--- src/rtl/lsu_mem_ctrl.sv ---
// rtl/lsu_mem_ctrl.sv - multi-cycle load/store controller driving a fixed-latency byte-masked SRAM
module lsu_mem_ctrl #(
    parameter int LATENCY = 1,
    parameter int CNT_W   = 4
) (
    input  logic        clk,
    input  logic        rst,
    input  logic        req_valid,
    output logic        req_ready,
    input  logic        req_we,
    input  logic [31:0] req_addr,
    input  logic [31:0] req_wdata,
    input  logic [2:0]  req_funct3,
    output logic        resp_valid,
    input  logic        resp_ready,
    output logic [31:0] resp_rdata,
    output logic        resp_err,
    output logic        mem_req,
    output logic        mem_we,
    output logic [31:0] mem_addr,
    output logic [31:0] mem_wdata,
    output logic [3:0]  mem_wmask,
    input  logic [31:0] mem_rdata
);

    typedef enum logic [1:0] {IDLE, ACCESS, RESP} state_t;

    state_t           state;
    logic [CNT_W-1:0] cnt;
    logic             we_q;
    logic [1:0]       off_q;
    logic [2:0]       f3_q;

    assign req_ready = (state == IDLE) && !rst;

    function automatic logic is_legal(input logic we, input logic [2:0] f3, input logic [1:0] off);
        logic ok;
        ok = 1'b0;
        case (f3)
            3'b000:  ok = 1'b1;
            3'b001:  ok = !off[0];
            3'b010:  ok = (off == 2'b00);
            3'b100:  ok = !we;
            3'b101:  ok = !we && !off[0];
            default: ok = 1'b0;
        endcase
        return ok;
    endfunction

    function automatic logic [31:0] store_data(input logic [1:0] size, input logic [31:0] wd);
        logic [31:0] d;
        case (size)
            2'b00:   d = {4{wd[7:0]}};
            2'b01:   d = {2{wd[15:0]}};
            default: d = wd;
        endcase
        return d;
    endfunction

    function automatic logic [3:0] store_mask(input logic [1:0] size, input logic [1:0] off);
        logic [3:0] m;
        case (size)
            2'b00:   m = 4'b0001 << off;
            2'b01:   m = 4'b0011 << off;
            default: m = 4'b1111;
        endcase
        return m;
    endfunction

    function automatic logic [31:0] load_extract(input logic [2:0] f3, input logic [1:0] off,
                                                 input logic [31:0] word);
        logic [7:0]  b;
        logic [15:0] h;
        logic [31:0] r;
        case (off)
            2'b00:   b = word[7:0];
            2'b01:   b = word[15:8];
            2'b10:   b = word[23:16];
            default: b = word[31:24];
        endcase
        h = off[1] ? word[31:16] : word[15:0];
        case (f3)
            3'b000:  r = {{24{b[7]}}, b};
            3'b100:  r = {24'd0, b};
            3'b001:  r = {{16{h[15]}}, h};
            3'b101:  r = {16'd0, h};
            3'b010:  r = word;
            default: r = 32'd0;
        endcase
        return r;
    endfunction

    always_ff @(posedge clk) begin
        if (rst) begin
            state      <= IDLE;
            cnt        <= '0;
            we_q       <= 1'b0;
            off_q      <= 2'b00;
            f3_q       <= 3'b000;
            resp_valid <= 1'b0;
            resp_err   <= 1'b0;
            resp_rdata <= 32'd0;
            mem_req    <= 1'b0;
            mem_we     <= 1'b0;
            mem_addr   <= 32'd0;
            mem_wdata  <= 32'd0;
            mem_wmask  <= 4'd0;
        end else begin
            // SRAM strobe and its qualifiers live for exactly one cycle after the accept edge
            mem_req   <= 1'b0;
            mem_we    <= 1'b0;
            mem_addr  <= 32'd0;
            mem_wdata <= 32'd0;
            mem_wmask <= 4'd0;
            case (state)
                IDLE: begin
                    if (req_valid) begin
                        we_q  <= req_we;
                        off_q <= req_addr[1:0];
                        f3_q  <= req_funct3;
                        if (!is_legal(req_we, req_funct3, req_addr[1:0])) begin
                            state      <= RESP;
                            resp_valid <= 1'b1;
                            resp_err   <= 1'b1;
                            resp_rdata <= 32'd0;
                        end else begin
                            state     <= ACCESS;
                            cnt       <= CNT_W'(LATENCY);
                            mem_req   <= 1'b1;
                            mem_we    <= req_we;
                            mem_addr  <= {req_addr[31:2], 2'b00};
                            mem_wdata <= req_we ? store_data(req_funct3[1:0], req_wdata) : 32'd0;
                            mem_wmask <= req_we ? store_mask(req_funct3[1:0], req_addr[1:0]) : 4'd0;
                        end
                    end
                end
                ACCESS: begin
                    if (cnt == CNT_W'(1)) begin
                        cnt        <= '0;
                        state      <= RESP;
                        resp_valid <= 1'b1;
                        resp_err   <= 1'b0;
                        resp_rdata <= we_q ? 32'd0 : load_extract(f3_q, off_q, mem_rdata);
                    end else begin
                        cnt <= cnt - CNT_W'(1);
                    end
                end
                RESP: begin
                    if (resp_ready) begin
                        state      <= IDLE;
                        resp_valid <= 1'b0;
                        resp_err   <= 1'b0;
                        resp_rdata <= 32'd0;
                    end
                end
                default: state <= IDLE;
            endcase
        end
    end

endmodule
--- config.mk ---
export PLATFORM = sky130hd
export DESIGN_NAME = lsu_mem_ctrl
export DESIGN_NICKNAME = d
export VERILOG_FILES = /design/src/rtl/lsu_mem_ctrl.sv
export SDC_FILE = /design/constraint.sdc
export NUM_CORES = 1
export LEC_CHECK = 0
export ABC_CLOCK_PERIOD_IN_PS = 2200
export CAP_MARGIN = 20
export CORE_MARGIN = 1.5
export CORE_UTILIZATION = 41
export DETAILED_ROUTE_END_ITERATION = 6
export PLACE_DENSITY = 0.89
export SETUP_SLACK_MARGIN = 0.4
export SYNTH_ARGS = -nofsm -noshare
export SYNTH_HDL_FRONTEND = slang
export SYNTH_SLANG_ARGS = --single-unit
--- constraint.sdc ---
create_clock -name clk -period 2.2 [get_ports clk]
set_input_delay 0.22 -clock clk [delete_from_list [all_inputs] [get_ports clk]]
set_output_delay 0.22 -clock clk [all_outputs]
set_load 0.005 [all_outputs]
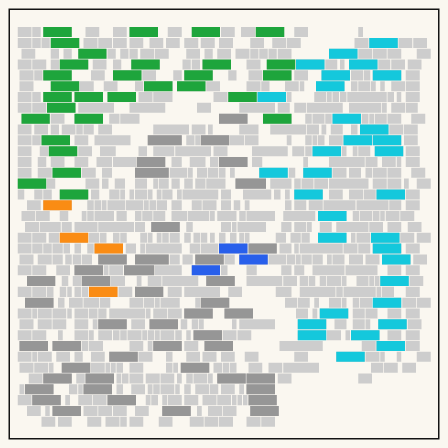
run_1/flops_by_reg.png
Other sequential cells in the stronger gray, the rest of the logic in the fainter gray.
- resp_rdata: cyan (placed flops 32; where a column on the right)
- f3_q: blue (placed flops 3)
- mem_wmask: orange (placed flops 4; where middle left)
- mem_addr: green (placed flops 30)
- not colored: 45
P_seq: 2.41 mW
utilization after layout: 73.9%
flop share of the area: 29.7%
Register Area: 2300 um2

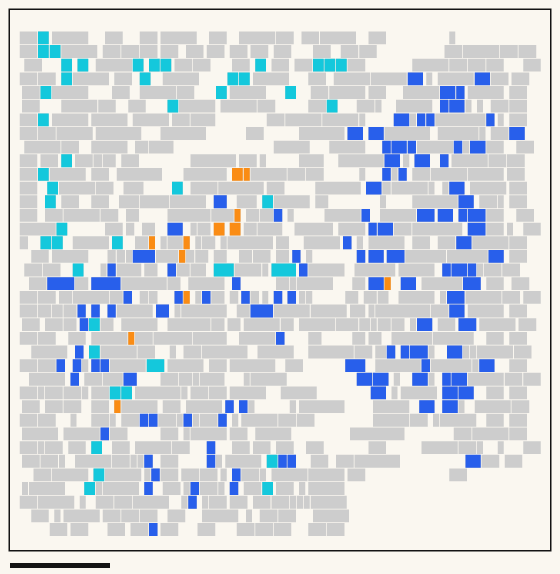
run_1/logic_types.png
Bar = 20 um.
- aoi and oai cells: blue (cells 118; most used a21oi_1)
- and/or cells: cyan (cells 45; most used and2_1)
- inv cells: orange (cells 12; most used inv_1)
Top cell excl fill/tap: clkdlybuf4s50_1
post-route insts no fill: 849

==> impl_metrics.csv, run 1 <==
group,metric,value,unit
cells_and_area,comb_area,2150,um2
status,status,"complete, but fails checks",
pwr,power,7.37,mW
timing,fmax,492,MHz
routing,ant_nets,0,
logic_synthesis,yosysMostFrequentCell,"dfxtp_1",
logic_synthesis,top_area_share,50.9,%
worst_setup_path,critPathTopFamily,"simple AND/OR/NAND/NOR gates",
worst_setup_path,crit_cells,8,
routing,drt-total-wl,15100,um
floorplan,core_area,10500,um2
pwr,power_frac_seq,32.6,%
cells_and_area,seq_cell_count,114,
clock_tree,numCtsBuffers,17,
status,violations,"design-rule violations",
placed_design,place.gp.congestion,0.911,
global_route,grt.busiest_layer,"met2",
global_route,grt.met2_usage,43.2,%
timing,final.setup.tns,0,ns
clock_tree,cts_hold_buf,0,
placed_design,place_area,6800,um2
worst_setup_path,start_kind,"register",
routing,wl_met2,7400,um
global_route,grt_pass1_wl,22700,um
routing,drc,5,
worst_hold_path,worstHoldPathType,"in -> reg",
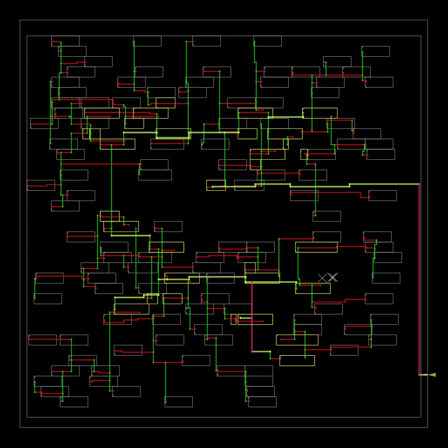
run_1/clocks.png
P_clk: 2.69 mW
clk_skew: 0.0135 ns

run_1/io_placement.png
Pins as bars across the die edge, other pins in gray.
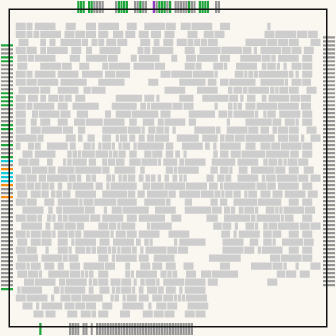

--- run 2 (diff from run 1) ---
--- a/config.mk
+++ b/config.mk
@@ -11,7 +11,7 @@
 export CORE_UTILIZATION = 41
 export DETAILED_ROUTE_END_ITERATION = 6
 export PLACE_DENSITY = 0.89
-export SETUP_SLACK_MARGIN = 0.4
+export SLEW_MARGIN = 20
 export SYNTH_ARGS = -nofsm -noshare
 export SYNTH_HDL_FRONTEND = slang
 export SYNTH_SLANG_ARGS = --single-unit
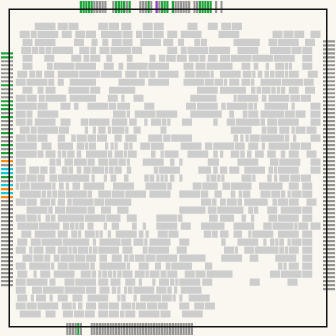
run_2/io_placement.png
Pins as bars across the die edge, other pins in gray.
- req_funct3: orange (pins 3; direction input; edge left)
- req_valid: purple (pins 1; direction input; edge top)
- mem_addr: green (pins 32; direction output; edge 20 top, 11 left, 1 bottom)
- mem_wmask: cyan (pins 4; direction output; edge left)
- all pins by edge: 63 right, 59 left, 44 bottom, 43 top

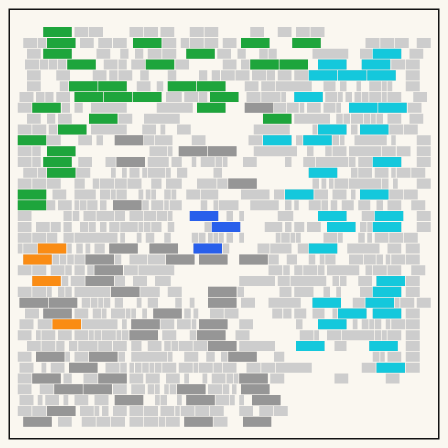
run_2/flops_by_reg.png
Other sequential cells in the stronger gray, the rest of the logic in the fainter gray.
utilization after layout: 70.5%
flop share of the area: 30.9%
Register Area: 2280 um2
P_seq: 2.37 mW

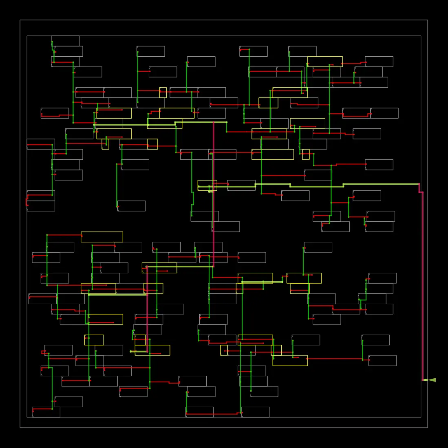
run_2/clocks.png
P_clk: 2.62 mW
CTS Sinks: 114
clk_skew: 0.00614 ns
CTS buffer count: 17

==> run 2 against run 1 <==
The run now ends clean; wire length is 7.1% lower; core utilization is 3.4 points lower; sequential power is 2% lower; total power shrank 6.8%; largest power group unchanged; highest routed layer unchanged.
==> impl_metrics.csv, run 2 <==
group,metric,value,unit
cells_and_area,lay_top_count,"clkdlybuf4s50_1",
logic_synthesis,ys_seq_share,50.9,%
worst_hold_path,hold_path_startpoint,"req_addr[14]",
worst_setup_path,critPathTopFamily,"buffers and inverters",
routing,ant_nets,0,
routing,drt-total-wl,14000,um
worst_setup_path,crit_cells,5,
global_route,grt_pass1_vias,4367,
worst_hold_path,worstHoldPathType,"in -> reg",
global_route,grt.busiest_layer,"met2",
floorplan,tap_cells,136,
floorplan,chipArea,11600,um2
status,status,"finished, final reports clean",
floorplan,core_area,10500,um2
cells_and_area,comb_cells,307,
pwr,power,6.87,mW
global_route,grt.met2_usage,40.8,%
timing,worstMarginPinSlew,0.651,ns
logic_synthesis,top_area_share,50.9,%
timing,final.setup.tns,0,ns
logic_synthesis,synthAoiAreaFrac,18.1,%
logic_synthesis,async_flop_share,0,%
cells_and_area,seq_cell_count,114,
global_route,grt_pass1_wl,21500,um
cells_and_area,n_all_inverters,12,
logic_synthesis,synth_warnings,0,
routing,wl_met2,6840,um
logic_synthesis,edf_count,0,
clock_tree,cts_hold_buf,0,
placed_design,place_ws,-0.0171,ns
cells_and_area,comb_area,2030,um2
clock_tree,tritoncts,"built",
cells_and_area,final_cells,831,
logic_synthesis,simple_gate_area_share,16.4,%
timing,fmax,470,MHz
pwr,power_frac_seq,34.5,%
placed_design,place_area,6780,um2
logic_synthesis,yosysMostFrequentCell,"dfxtp_1",
clock_tree,post-cts-setup-buffer-count,0,
routing,drc,0,
run_2/logic_types.png
Bar = 20 um.
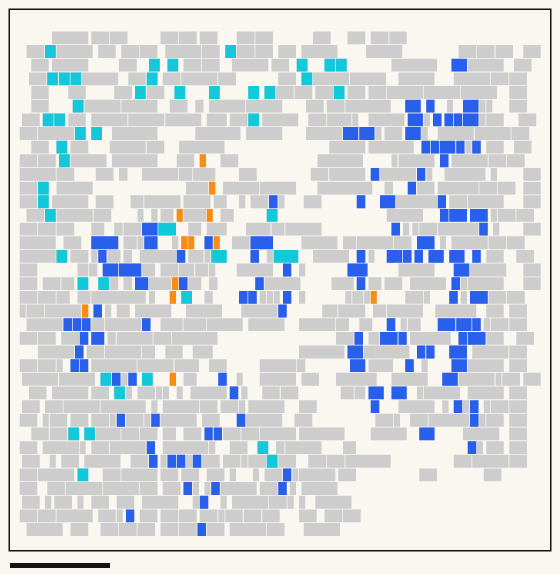

--- run 3 (diff from run 2) ---
==> constraint.sdc (replaced) <==
create_clock -name clk -period 2.2 [get_ports clk]
set_input_delay 0.33 -clock clk [delete_from_list [all_inputs] [get_ports clk]]
set_output_delay 0.33 -clock clk [all_outputs]
set_load 0.005 [all_outputs]
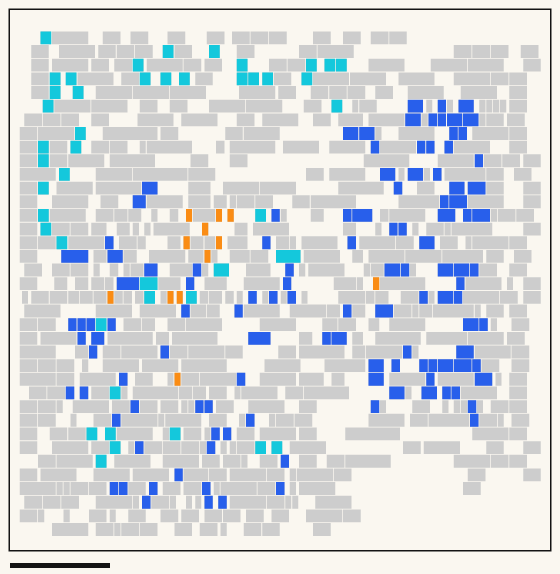
run_3/logic_types.png
Bar = 20 um.
- aoi and oai cells: blue (cells 118; most used a21oi_1)
- inv cells: orange (cells 12; most used inv_1)
- and/or cells: cyan (cells 45; most used and2_1)

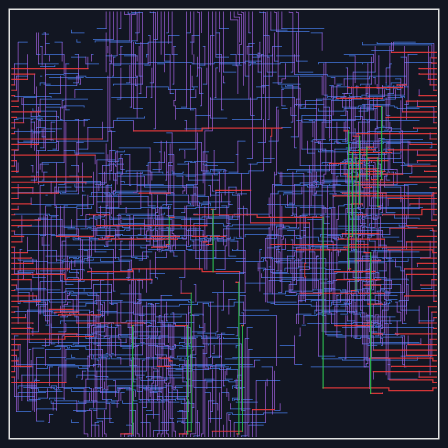
run_3/wires.png
- metal 3: red (wire length 1390 um)
- metal 1: blue (wire length 5250 um)
- metal 2: purple (wire length 6740 um)
- metal 4: green (wire length 399 um)
Vias: 4394
Overall Global Routing Usage: 23.9%

==> run 3 against run 2 <==
Maximum frequency rose by 3.0%; clock-buffer cell count did not move; highest routed layer unchanged; largest power group unchanged; cell area rose by 0.53%.
==> impl_metrics.csv, run 3 <==
group,metric,value,unit
status,status,"finished, final reports clean",
placed_design,place.gp.congestion,0.922,
logic_synthesis,synthAoiAreaFrac,18.1,%
clock_tree,clock-sinks,114,
clock_tree,numCtsBuffers,17,
timing,worstMarginPinSlew,0.673,ns
global_route,grt_pass1_wl,21300,um
pwr,p_clk,2.70,mW
global_route,grt.met2_usage,40.9,%
logic_synthesis,synth_warnings,0,
placed_design,place_ws,-0.146,ns
cells_and_area,flop_area,2280,um2
floorplan,chipArea,11600,um2
logic_synthesis,top_area_share,50.9,%
cells_and_area,final_cells,835,
pwr,power_frac_seq,34.2,%
cells_and_area,fin_util,70.9,%
cells_and_area,lay_top_count,"clkdlybuf4s50_1",
worst_setup_path,start_kind,"register",
logic_synthesis,simple_gate_area_share,16.4,%
worst_hold_path,hold_path_startpoint,"req_addr[28]",
worst_hold_path,worstHoldPathType,"in -> reg",
logic_synthesis,yosysMostFrequentCell,"dfxtp_1",
pwr,power,6.93,mW
timing,fin_skew,0.00964,ns
floorplan,core_area,10500,um2
clock_tree,tritoncts,"built",
cells_and_area,comb_cells,307,
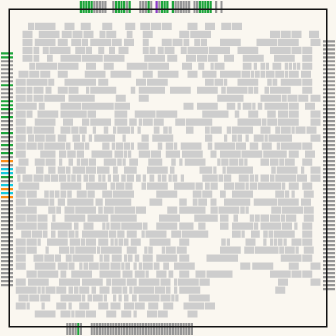
run_3/io_placement.png
Pins as bars across the die edge, other pins in gray.
- req_valid: purple (pins 1; direction input; edge top)
- mem_wmask: cyan (pins 4; direction output; edge left)
- mem_addr: green (pins 32; direction output; edge 20 top, 11 left, 1 bottom)
- req_funct3: orange (pins 3; direction input; edge left)
- all pins by edge: 63 right, 59 left, 44 bottom, 43 top

Power is estimated from default activity; no workload was simulated.
